==> src/rtl/ksa_pipe_pkg.sv <==
// Shared helpers and operation constants for the pipelined Kogge-Stone adder.
package ksa_pkg;

  localparam logic OP_ADD = 1'b0;
  localparam logic OP_SUB = 1'b1;

  function automatic int clog2(input int value);
    int result;
    int span;
    result = 0;
    span   = 1;
    while (span < value) begin
      span   = span * 2;
      result = result + 1;
    end
    return result;
  endfunction

  function automatic int popcount(input int unsigned value, input int bits);
    int count;
    count = 0;
    for (int i = 0; i < bits; i++) begin
      count = count + int'(value[i]);
    end
    return count;
  endfunction

endpackage

==> src/rtl/ksa_pipe_if.sv <==
// Operand/result handshake bundle for ksa_pipe; master drives operands and out_ready.
interface ksa_pipe_if #(
  parameter int WIDTH = 32
);

  logic             in_valid;
  logic             in_ready;
  logic [WIDTH-1:0] a;
  logic [WIDTH-1:0] b;
  logic             cin;
  logic             sub;
  logic             out_valid;
  logic             out_ready;
  logic [WIDTH-1:0] sum;
  logic             cout;
  logic             ovf;

  modport master (
    output in_valid, a, b, cin, sub, out_ready,
    input  in_ready, out_valid, sum, cout, ovf
  );

  modport slave (
    input  in_valid, a, b, cin, sub, out_ready,
    output in_ready, out_valid, sum, cout, ovf
  );

endinterface

==> src/rtl/ksa_pipe_prefix_level.sv <==
// One Kogge-Stone prefix level: black cells at distance DIST, pass-through below it.
module ksa_prefix_level #(
  parameter int WIDTH = 32,
  parameter int DIST  = 1
) (
  input  logic [WIDTH-1:0] g_in,
  input  logic [WIDTH-1:0] p_in,
  output logic [WIDTH-1:0] g_out,
  output logic [WIDTH-1:0] p_out
);

  for (genvar i = 0; i < WIDTH; i++) begin : g_node
    if (i >= DIST) begin : g_black
      assign g_out[i] = g_in[i] | (p_in[i] & g_in[i-DIST]);
      assign p_out[i] = p_in[i] & p_in[i-DIST];
    end else begin : g_pass
      assign g_out[i] = g_in[i];
      assign p_out[i] = p_in[i];
    end
  end

endmodule

==> src/rtl/ksa_pipe.sv <==
// Pipelined Kogge-Stone adder/subtractor with optional register cuts between prefix
// levels and a single global-enable valid/ready pipe.
module ksa_pipe
  import ksa_pkg::*;
#(
  parameter int          WIDTH    = 32,
  parameter int unsigned REG_MASK = 0
) (
  input  logic   clk,
  input  logic   rst_n,
  ksa_pipe_if.slave bus
);

  localparam int LEVELS = clog2(WIDTH);

  typedef struct packed {
    logic [WIDTH-1:0] g;
    logic [WIDTH-1:0] p;
    logic [WIDTH-1:0] p_raw;
    logic             a_msb;
    logic             b_msb;
    logic             c0;
  } stage_t;

  logic             advance;
  logic [WIDTH-1:0] b_eff;
  logic [WIDTH-1:0] g_sq;
  logic [WIDTH-1:0] p_sq;
  logic             c0;
  stage_t           head;

  assign advance      = bus.out_ready | ~bus.out_valid;
  assign bus.in_ready = advance;

  // Carry-in is folded into bit 0 so every prefix node ends up carrying its true carry.
  always_comb begin
    b_eff      = (bus.sub == OP_ADD) ? bus.b : ~bus.b;
    c0         = (bus.sub == OP_SUB) ? 1'b1 : bus.cin;
    g_sq       = bus.a & b_eff;
    p_sq       = bus.a ^ b_eff;
    head.g     = {g_sq[WIDTH-1:1], g_sq[0] | (p_sq[0] & c0)};
    head.p     = {p_sq[WIDTH-1:1], 1'b0};
    head.p_raw = p_sq;
    head.a_msb = bus.a[WIDTH-1];
    head.b_msb = b_eff[WIDTH-1];
    head.c0    = c0;
  end

  for (genvar k = 0; k <= LEVELS; k++) begin : g_stage
    stage_t node;
    stage_t cut;
    logic   node_valid;
    logic   cut_valid;

    if (k == 0) begin : g_head
      assign node       = head;
      assign node_valid = bus.in_valid;
    end else begin : g_level
      stage_t           prev;
      logic [WIDTH-1:0] g_lvl;
      logic [WIDTH-1:0] p_lvl;

      assign prev = g_stage[k-1].cut;

      ksa_prefix_level #(
        .WIDTH (WIDTH),
        .DIST  (1 << (k - 1))
      ) u_level (
        .g_in  (prev.g),
        .p_in  (prev.p),
        .g_out (g_lvl),
        .p_out (p_lvl)
      );

      assign node = '{g: g_lvl, p: p_lvl, p_raw: prev.p_raw,
                      a_msb: prev.a_msb, b_msb: prev.b_msb, c0: prev.c0};
      assign node_valid = g_stage[k-1].cut_valid;
    end

    // The cut after the last level is always the output register, so its mask bit is ignored.
    if (k < LEVELS && REG_MASK[k] == 1'b1) begin : g_cut
      always_ff @(posedge clk or negedge rst_n) begin
        if (!rst_n) begin
          cut       <= '0;
          cut_valid <= 1'b0;
        end else if (advance) begin
          cut       <= node;
          cut_valid <= node_valid;
        end
      end
    end else begin : g_wire
      assign cut       = node;
      assign cut_valid = node_valid;
    end
  end

  logic [WIDTH-1:0] last_g;
  logic [WIDTH-1:0] last_p_raw;
  logic             last_a_msb;
  logic             last_b_msb;
  logic             last_c0;
  logic             last_valid;
  logic             unused_last_p;
  logic [WIDTH-1:0] carries;
  logic [WIDTH-1:0] sum_next;
  logic             cout_next;
  logic             ovf_next;

  assign last_g     = g_stage[LEVELS].cut.g;
  assign last_p_raw = g_stage[LEVELS].cut.p_raw;
  assign last_a_msb = g_stage[LEVELS].cut.a_msb;
  assign last_b_msb = g_stage[LEVELS].cut.b_msb;
  assign last_c0    = g_stage[LEVELS].cut.c0;
  assign last_valid = g_stage[LEVELS].cut_valid;

  // Every node has absorbed the carry-in by now, so the final group propagate is all zeros.
  assign unused_last_p = ^g_stage[LEVELS].cut.p;

  always_comb begin
    carries   = {last_g[WIDTH-2:0], last_c0};
    sum_next  = last_p_raw ^ carries;
    cout_next = last_g[WIDTH-1];
    ovf_next  = ~(last_a_msb ^ last_b_msb) & (sum_next[WIDTH-1] ^ last_a_msb);
  end

  always_ff @(posedge clk or negedge rst_n) begin
    if (!rst_n) begin
      bus.out_valid <= 1'b0;
      bus.sum       <= '0;
      bus.cout      <= 1'b0;
      bus.ovf       <= 1'b0;
    end else if (advance) begin
      bus.out_valid <= last_valid;
      bus.sum       <= sum_next;
      bus.cout      <= cout_next;
      bus.ovf       <= ovf_next;
    end
  end

endmodule
==> src/flat_wrapper.sv <==
// flat-port wrapper written by rule: the top's interface ports become plain ports
module ksa_pipe_flat import ksa_pkg::*;
#(
  parameter int          WIDTH    = 32,
  parameter int unsigned REG_MASK = 0
)
  (clk, rst_n, bus_in_valid, bus_a, bus_b, bus_cin, bus_sub, bus_out_ready, bus_in_ready, bus_out_valid, bus_sum, bus_cout, bus_ovf);
  ksa_pipe_if #(.WIDTH(WIDTH)) bus_i ();
  input  logic clk;
  input  logic rst_n;
  input wire logic [$bits(bus_i.in_valid)-1:0] bus_in_valid;
  input wire logic [$bits(bus_i.a)-1:0] bus_a;
  input wire logic [$bits(bus_i.b)-1:0] bus_b;
  input wire logic [$bits(bus_i.cin)-1:0] bus_cin;
  input wire logic [$bits(bus_i.sub)-1:0] bus_sub;
  input wire logic [$bits(bus_i.out_ready)-1:0] bus_out_ready;
  output wire logic [$bits(bus_i.in_ready)-1:0] bus_in_ready;
  output wire logic [$bits(bus_i.out_valid)-1:0] bus_out_valid;
  output wire logic [$bits(bus_i.sum)-1:0] bus_sum;
  output wire logic [$bits(bus_i.cout)-1:0] bus_cout;
  output wire logic [$bits(bus_i.ovf)-1:0] bus_ovf;
  assign bus_i.in_valid = bus_in_valid;
  assign bus_i.a = bus_a;
  assign bus_i.b = bus_b;
  assign bus_i.cin = bus_cin;
  assign bus_i.sub = bus_sub;
  assign bus_i.out_ready = bus_out_ready;
  assign bus_in_ready = bus_i.in_ready;
  assign bus_out_valid = bus_i.out_valid;
  assign bus_sum = bus_i.sum;
  assign bus_cout = bus_i.cout;
  assign bus_ovf = bus_i.ovf;
  ksa_pipe #(.WIDTH(WIDTH), .REG_MASK(REG_MASK)) u_core (.clk(clk), .rst_n(rst_n), .bus(bus_i));
endmodule
==> config.mk <==
export PLATFORM = sky130hd
export DESIGN_NAME = ksa_pipe_flat
export DESIGN_NICKNAME = d
export VERILOG_FILES = /design/src/rtl/ksa_pipe_pkg.sv /design/src/rtl/ksa_pipe_if.sv /design/src/rtl/ksa_pipe_prefix_level.sv /design/src/rtl/ksa_pipe.sv /design/src/flat_wrapper.sv
export SDC_FILE = /design/constraint.sdc
export NUM_CORES = 1
export LEC_CHECK = 0
export ABC_CLOCK_PERIOD_IN_PS = 1850
export CAP_MARGIN = 30
export CELL_PAD_IN_SITES_DETAIL_PLACEMENT = 0
export CELL_PAD_IN_SITES_GLOBAL_PLACEMENT = 1
export CORE_ASPECT_RATIO = 1.2
export CORE_MARGIN = 10
export CORE_UTILIZATION = 25
export DETAILED_ROUTE_END_ITERATION = 10
export GPL_ROUTABILITY_DRIVEN = 0
export PLACE_DENSITY_LB_ADDON = 0.1
export SLEW_MARGIN = 0
export SYNTH_ARGS = -nofsm -noshare
export SYNTH_HDL_FRONTEND = slang
export SYNTH_SLANG_ARGS = --single-unit
==> constraint.sdc <==
create_clock -name clk -period 1.85 [get_ports clk]
set_clock_uncertainty 0.15 [all_clocks]
set_input_delay 0.2775 -clock clk [delete_from_list [all_inputs] [get_ports clk]]
set_output_delay 0.2775 -clock clk [all_outputs]
set_load 0.01 [all_outputs]
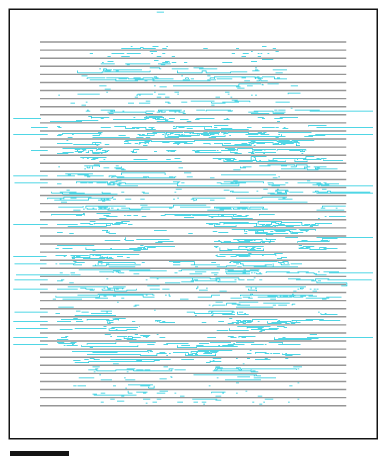
Figure 1: signal wires on met1.
Scale bar: 20 um. Supply wires on this layer in grey.
wire length on this layer	4760 um
longest straight run	27.8 um
main direction	horizontal
share of all routed wire	41%
nets with wire on the layer	626

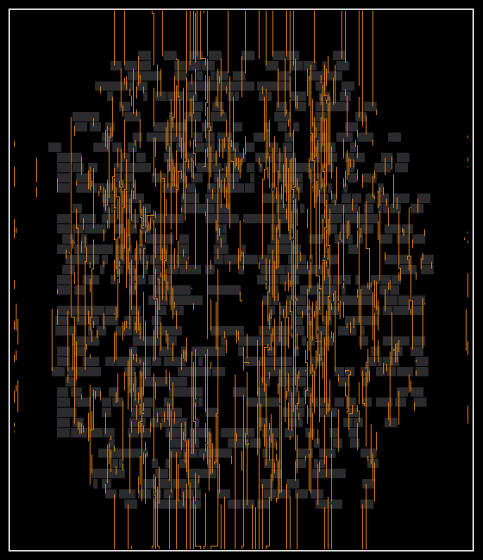
Figure 2: met2 routing.
Cells faint in the background.
wire length on this layer	6180 um
share of all routed wire	53%
nets with wire on the layer	591
main direction	vertical
longest straight run	53.3 um

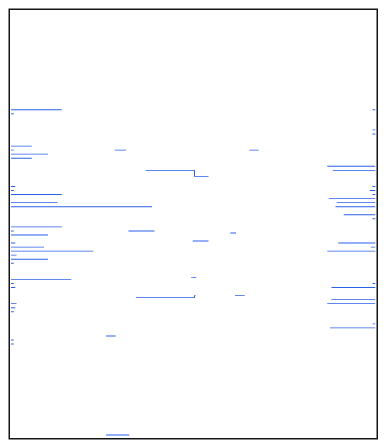
Figure 3: M3 wires.
main direction	horizontal
nets with wire on the layer	55

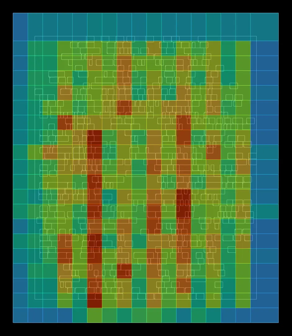
Figure 4: congestion heat map.
met2 Use GR: 23.7%
layer with the highest usage after global routing: met2
met3 Usage GRT: 2.65%
drt wl/cell: 15.4 um

==> summary.txt <==
On the backend side, the flow ran end to end.

Summing the sequential cell areas from Yosys gives a little over a quarter of the chip area. The number of standard cells after synthesis stands at about 370. The power after layout stands at 4.82 mW.

The post-layout worst setup margin stands at -0.890 ns. Looking at the critical path, the single cell with the biggest stage delay is sky130_fd_sc_hd__fa_2. The TritonCTS sink count stands at 35. According to the floorplan report, the total die area is between 15000 and 20000 um^2. The global route stage reports its total congestion overflow as 0.

The STA report counts the stages on the worst setup path as 13. The number of antenna violations at the first check in global routing stands at 0. The checks that failed: negative setup slack.

The unique cell type count in the Yosys netlist stands at slightly above 50. When the netlist entered floorplanning its net count stood at between 400 and 500. The synthesized chip area reported by yosys stands at 3210 um^2.

The total number of sequential cells stands at 35. The maximum fanout encountered on the critical timing path stands at 4. The number of buffers created by CTS stands at 5. Setup repair after global routing could not meet its margin everywhere. Counting the warning lines in the Yosys log gives 0.

In the final layout, flip-flops and latches occupy ~880 um^2. The time the final worst path needs with I/O delays and setup stands at between 2 and 3 ns. The run finished, with violations left. The first global-routing pass estimated around 19 mm of wire. The end-of-flow timing check tallies setup violations at 30.

The relative contribution of sequential cells to total power stands at approximately a quarter. The sequential logic power stands at 1.12 mW. The effective utilization at floorplan stands at 25.4%.

The synthesis run shows the most used standard cells to be 49 x sky130_fd_sc_hd__xor2_1, 45 x sky130_fd_sc_hd__a21oi_1, 35 x sky130_fd_sc_hd__dfrtp_1.
-- state kept, by name, summed over array words and instances (netlist names) --
name	flops
u_core.bus.sum	32
u_core.bus.cout	1
u_core.bus.out_valid	1
u_core.bus.ovf	1
-- what timing repair did --
item	4_1_cts	5_1_grt
gates cloned	0	0
setup buffers	15	9
hold buffers	1	0
hold endpoints to repair	35	0
resized	65	29
pin swaps	53	44
endpoints found under the setup margin	34	31
-- kinds of logic after synthesis --
logic type	count (synthesis)	synth area share (%)
DFF	35	27.3
buffers and inverters	25	2.97
and+or+nand+nor	90	12.6
AOI/OAI and AO/OA	127	27.1
xor gates and xnor gates	61	16.7
adders and majority gates	33	13.3
Power figures rest on the tool's default switching activity, not on a simulated workload.
